==> config.mk <==
export PLATFORM = sky130hd
export DESIGN_NAME = byte_serial_mem_bridge
export DESIGN_NICKNAME = d
export VERILOG_FILES = /design/src/rtl/byte_serial_mem_bridge.sv
export SDC_FILE = /design/constraint.sdc
export NUM_CORES = 1
export LEC_CHECK = 0
export CORE_MARGIN = 5
export CORE_UTILIZATION = 39
export CTS_CLUSTER_DIAMETER = 150
export DETAILED_ROUTE_END_ITERATION = 8
export GPL_TIMING_DRIVEN = 0
export PLACE_DENSITY = 0.76
export SLEW_MARGIN = 20
export SYNTH_ARGS = -nofsm -noshare
export SYNTH_HDL_FRONTEND = slang
export SYNTH_SLANG_ARGS = --single-unit
==> constraint.sdc <==
create_clock -name Clock -period 1.75 [get_ports Clock]
set_input_delay 0.35 -clock Clock [delete_from_list [all_inputs] [get_ports Clock]]
set_output_delay 0.35 -clock Clock [all_outputs]
set_load 0.05 [all_outputs]
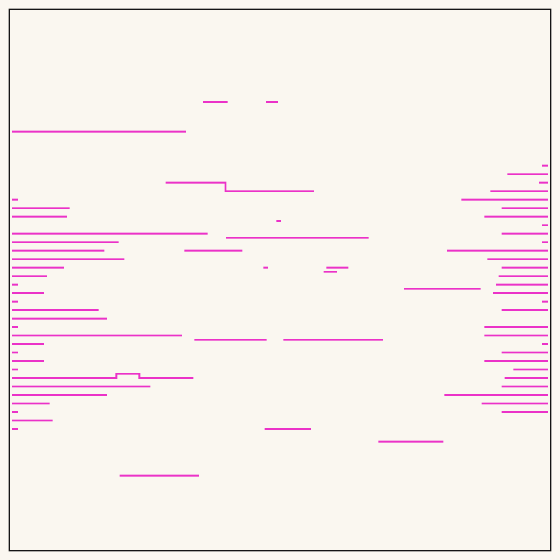
Figure 1: run 1, signal wires on met3.
share of all routed wire: 9.5%
wire length on this layer: 639 um
nets with wire on the layer: 67
main direction: horizontal
longest straight run: 31.1 um
final WL: 6710 um
via count: 2301
M3 GR Usage: 0.0684

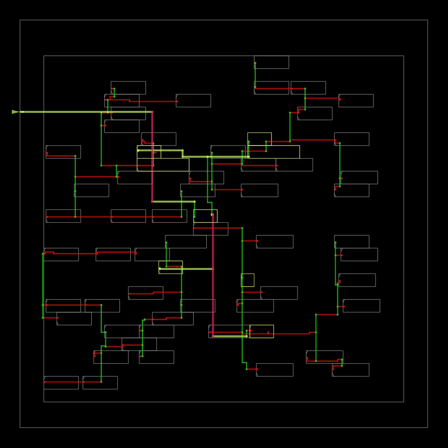
Figure 2: run 1, the clock network.
Seq Cell Count: 55
clk pwr: 991 uW

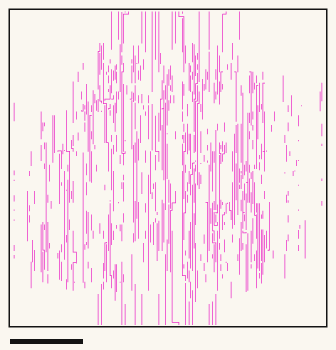
Figure 3: run 1, met2 routing.
Scale bar: 20 um.
nets with wire on the layer: 347
main direction: vertical
longest straight run: 35.5 um
share of all routed wire: 46%
wire length on this layer: 3110 um
M2 GR Usage: 0.306

==> flow_summary.json, run 1 <==
{
  "cp.arrival_ns": 1.91,
  "grt_pass1_vias": 2281,
  "holdPathStages": 2,
  "p_leak_nw": 1.37,
  "place_inst": 432,
  "warnings": 27,
  "netlist_area_um2": 2280,
  "drive_gt1_frac": 0.120,
  "timing.final.ws_setup_ns": 0.0607,
  "ys_sh_mux": 0.0351,
  "fin_worst_skew_ns": 0.00453,
  "area_leaders": "dfxtp_1 48%, nand2_1 7.9%, nor2_1 6.1%, a311oi_1 5.4%, a21oi_1 4.6%",
  "p_seq_mw": 1.42,
  "synthToLayoutAreaGrowth_pct": 50.1,
  "fin_cells": 447,
  "ys_sh_adder": 0.00549,
  "yosysWarnings": 0,
  "worstPathMaxFanout": 7,
  "globalRouteOverflowTotal": 0,
  "mostFrequentLayoutCell": "nand2_1",
  "status": "finished, final reports clean",
  "power_frac_comb": 0.239,
  "synth_flops": 55,
  "worstMarginPinSlew_ns": 0.554,
  "power_density_nw_per_um2": 924,
  "drc": 0,
  "top_power_group": "sequential cells",
  "antenna_found_initial": 0,
  "syn_area_per_cell_um2": 8.32
}
run 1: stage by stage:
step	hold slack (ns)	total power, mW	TNS, ns	instance area [um2]
5_1_grt	0.482	3.31	-0.0259	3420
2_1_floorplan	0.448	1.90	0	2300
6_report	0.456	3.16	0	3420
3_3_place_gp	0.441	2.21	-4.40	3250
3_5_place_dp	0.446	2.22	-5.98	3250
4_1_cts	0.458	3.18	0	3410
run 1: synth_stat cells, drive strengths merged:
cell type and n:
xnor2 6, a311oi 14, xor2 4, conb 1, nor2b 2, nand2 48, or3 5, nand2b 2
nor3b 1, nand3b 1, dfxtp 55, ha 1, o21bai 1, mux2i 8, nor4 2, or2 1
o21ai 6, nand4 5, and4 3, nor3 3, a21oi 21, or3b 1, a211oi 10, nand3 14
inv 2, nor2 37, buf 4, clkbuf 16
run 1: cell type report:
cell class / count / area [um2] / area share
sequential: 55 / 1130 / 0.329
multi-input combinational: 197 / 1120 / 0.326
timing repair buffer: 94 / 862 / 0.252
tap: 72 / 90.1 / 0.0263
buffer: 19 / 85.1 / 0.0248
clock buffer: 5 / 68.8 / 0.0201
clock inverter: 3 / 67.6 / 0.0197
inverter: 2 / 7.51 / 0.00219
run 1: per-layer routing:
layer	vias to the layer above	wire length (um)	GRT usage
met3	7	639	0.0684
met5	-	0	0
met1	1059	2900	0.226
met4	0	63	0.0453
li1	1152	-	-
met2	83	3110	0.306
run 1: critical path, cell delays in order, from the launching register on:
cell and delay (ns):
dfxtp_4 0.36, or3b_4 0.44, or2_4 0.26, or3_1 0.30
a311oi_1 0.24
run 1: repair_timing:
item | CTS | global route
gates resized | 57 | 15
endpoints found under the setup margin | 68 | 44
cloned | 0 | 0
buffers inserted | 7 | 1
pin swaps | 4 | 2
==> run 2, diff against run 1 <==
--- a/config.mk
+++ b/config.mk
@@ -5,6 +5,7 @@
 export SDC_FILE = /design/constraint.sdc
 export NUM_CORES = 1
 export LEC_CHECK = 0
+export ABC_AREA = 0
 export CORE_MARGIN = 5
 export CORE_UTILIZATION = 39
 export CTS_CLUSTER_DIAMETER = 150
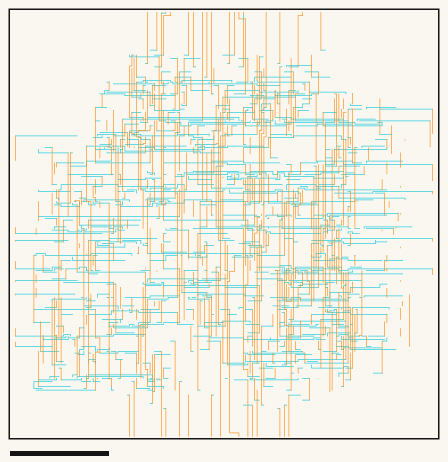
Figure 4: run 2, metal layers overlaid.
Scale bar: 20 um. Only two layers are drawn.
| color | layer | wire length |
|---|---|---|
| orange | met2 | 3110 um |
| cyan | met1 | 2900 um |
wire per inst: 15.0 um
gr usage total: 0.184

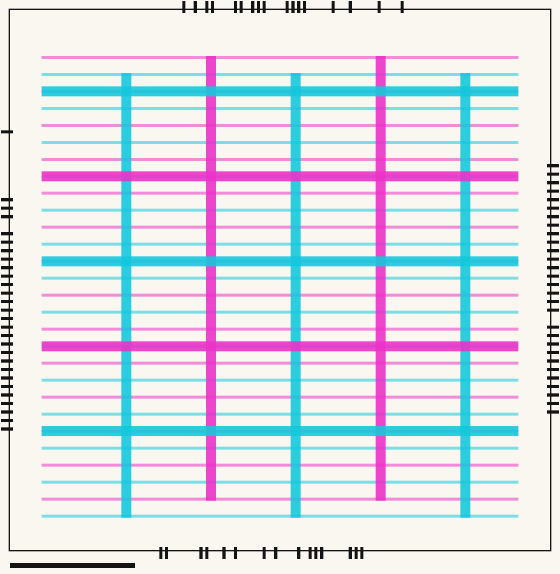
Figure 5: run 2, supply network.
Scale bar: 20 um. Pins as bars on the die edge.
| color | net |
|---|---|
| magenta | VDD |
| cyan | VSS |
met5 straps: 5
met1 rails: 28
signal pins: 89
core area: 5610 um2
Die Y: 86.5 um
chip width: 86.5 um

==> flow_summary.json, run 2 <==
{
  "antenna_found_initial": 0,
  "critPathSlowestCell": "or3b_4",
  "max_stage_delay_ns": 0.44,
  "wirelength_um": 6710,
  "drc": 0,
  "synth_flops": 55,
  "synth.most_common_cell": "dfxtp_1",
  "status": "finished, final reports clean",
  "edf_count": 0,
  "cp.required_ns": 1.97,
  "yosysWarnings": 0,
  "synth_async_sr_flop_share": 0,
  "fin_worst_skew_ns": 0.00453,
  "ff2ff_path_depth": 4,
  "whs_ns": 0.456,
  "setup_viol": 0,
  "start_kind": "flop",
  "crit_type": "flop to flop",
  "path_buffers": 0,
  "warnings": 27,
  "critPathTopFamily": "simple AND/OR/NAND/NOR gates",
  "globalRouteOverflowTotal": 0,
  "ys_cells": 274,
  "place_inst": 432,
  "power_density_nw_per_um2": 924,
  "total_power_mw": 3.16,
  "p_leak_nw": 1.37,
  "mostFrequentLayoutCell": "nand2_1",
  "drive_gt1_frac": 0.120,
  "timing.setup.tns_ns": 0,
  "synth_cell_type_count": 30,
  "synthToLayoutAreaGrowth_pct": 50.1,
  "area_leaders": "dfxtp_1 48%, nand2_1 7.9%, nor2_1 6.1%, a311oi_1 5.4%, a21oi_1 4.6%",
  "synthTopCellsByCount": "55 x dfxtp_1, 48 x nand2_1, 37 x nor2_1",
  "worstPathMaxFanout": 7,
  "vias": 2301,
  "synthFlopType": "dfxtp_1",
  "fin_cells": 447,
  "grt_pass1_vias": 2281,
  "maxCapViolations": 0,
  "placed_area_um2": 3250,
  "netlist_area_um2": 2280,
  "syn_area_per_cell_um2": 8.32,
  "cp.depth": 4,
  "crit_chain": "or3b_4 -> or2_4 -> or3_1 -> a311oi_1",
  "worstMarginPinSlew_ns": 0.554,
  "cp.arrival_ns": 1.91,
  "holdPathStages": 2
}
-- run 2: cell counts after synthesis --
No cell type changed its count.
-- run 2: layout make-up --
cell class | instances | area (um2) | share of cell area
multi-input cells | 197 | 1120 | 0.326
clock buffers | 5 | 68.8 | 0.0201
inverters | 2 | 7.51 | 0.00219
well taps | 72 | 90.1 | 0.0263
repair buffers | 94 | 862 | 0.252
clock inverters | 3 | 67.6 | 0.0197
flip-flops and latches | 55 | 1130 | 0.329
plain buffers | 19 | 85.1 | 0.0248
-- run 2: cells by family (layout without fill, tap and decap cells) --
group                    after synthesis  after routing  synth area share
buffers and inverters                 22            123            0.0384
AND-OR/OR-AND                         52             52             0.149
XOR/XNOR                              10             10            0.0384
flip-flops                            55             55             0.483
multiplexers                           8              8            0.0351
adder cells (fa/ha/maj)                1              1           0.00548
other                                  1              1           0.00164
AND/OR/NAND/NOR                      125            125             0.249
-- run 2: timing repair --
action | 4_1_cts | 5_1_grt
setup endpoints to repair | 68 | 44
resized | 57 | 15
pin swaps | 4 | 2
hold buffers | 0 | 0
cloned | 0 | 0
buffers inserted | 7 | 1
-- run 2: worst min-delay path, delay by kind of cell, from the launching register on --
family,cells,cell delay (ns)
compound gates,1,0.05
simple gates,1,0.05
flops,1,0.32
-- run 2: metal layers --
layer,part of all wire,global-route usage,wire [um],vias up
met5,0,0,0,-
met3,0.095,0.0684,639,7
met1,0.43,0.226,2900,1059
li1,-,-,-,1152
met2,0.46,0.306,3110,83
met4,0.0094,0.0453,63,0
-- run 2: report_power, final --
part	switching, mW	internal (mW)	total, mW
clock	0.420	0.570	0.991
combinational	0.488	0.268	0.756
sequential	0.0735	1.34	1.42
total	0.981	2.18	3.16
Power and IR drop assume default switching activity.
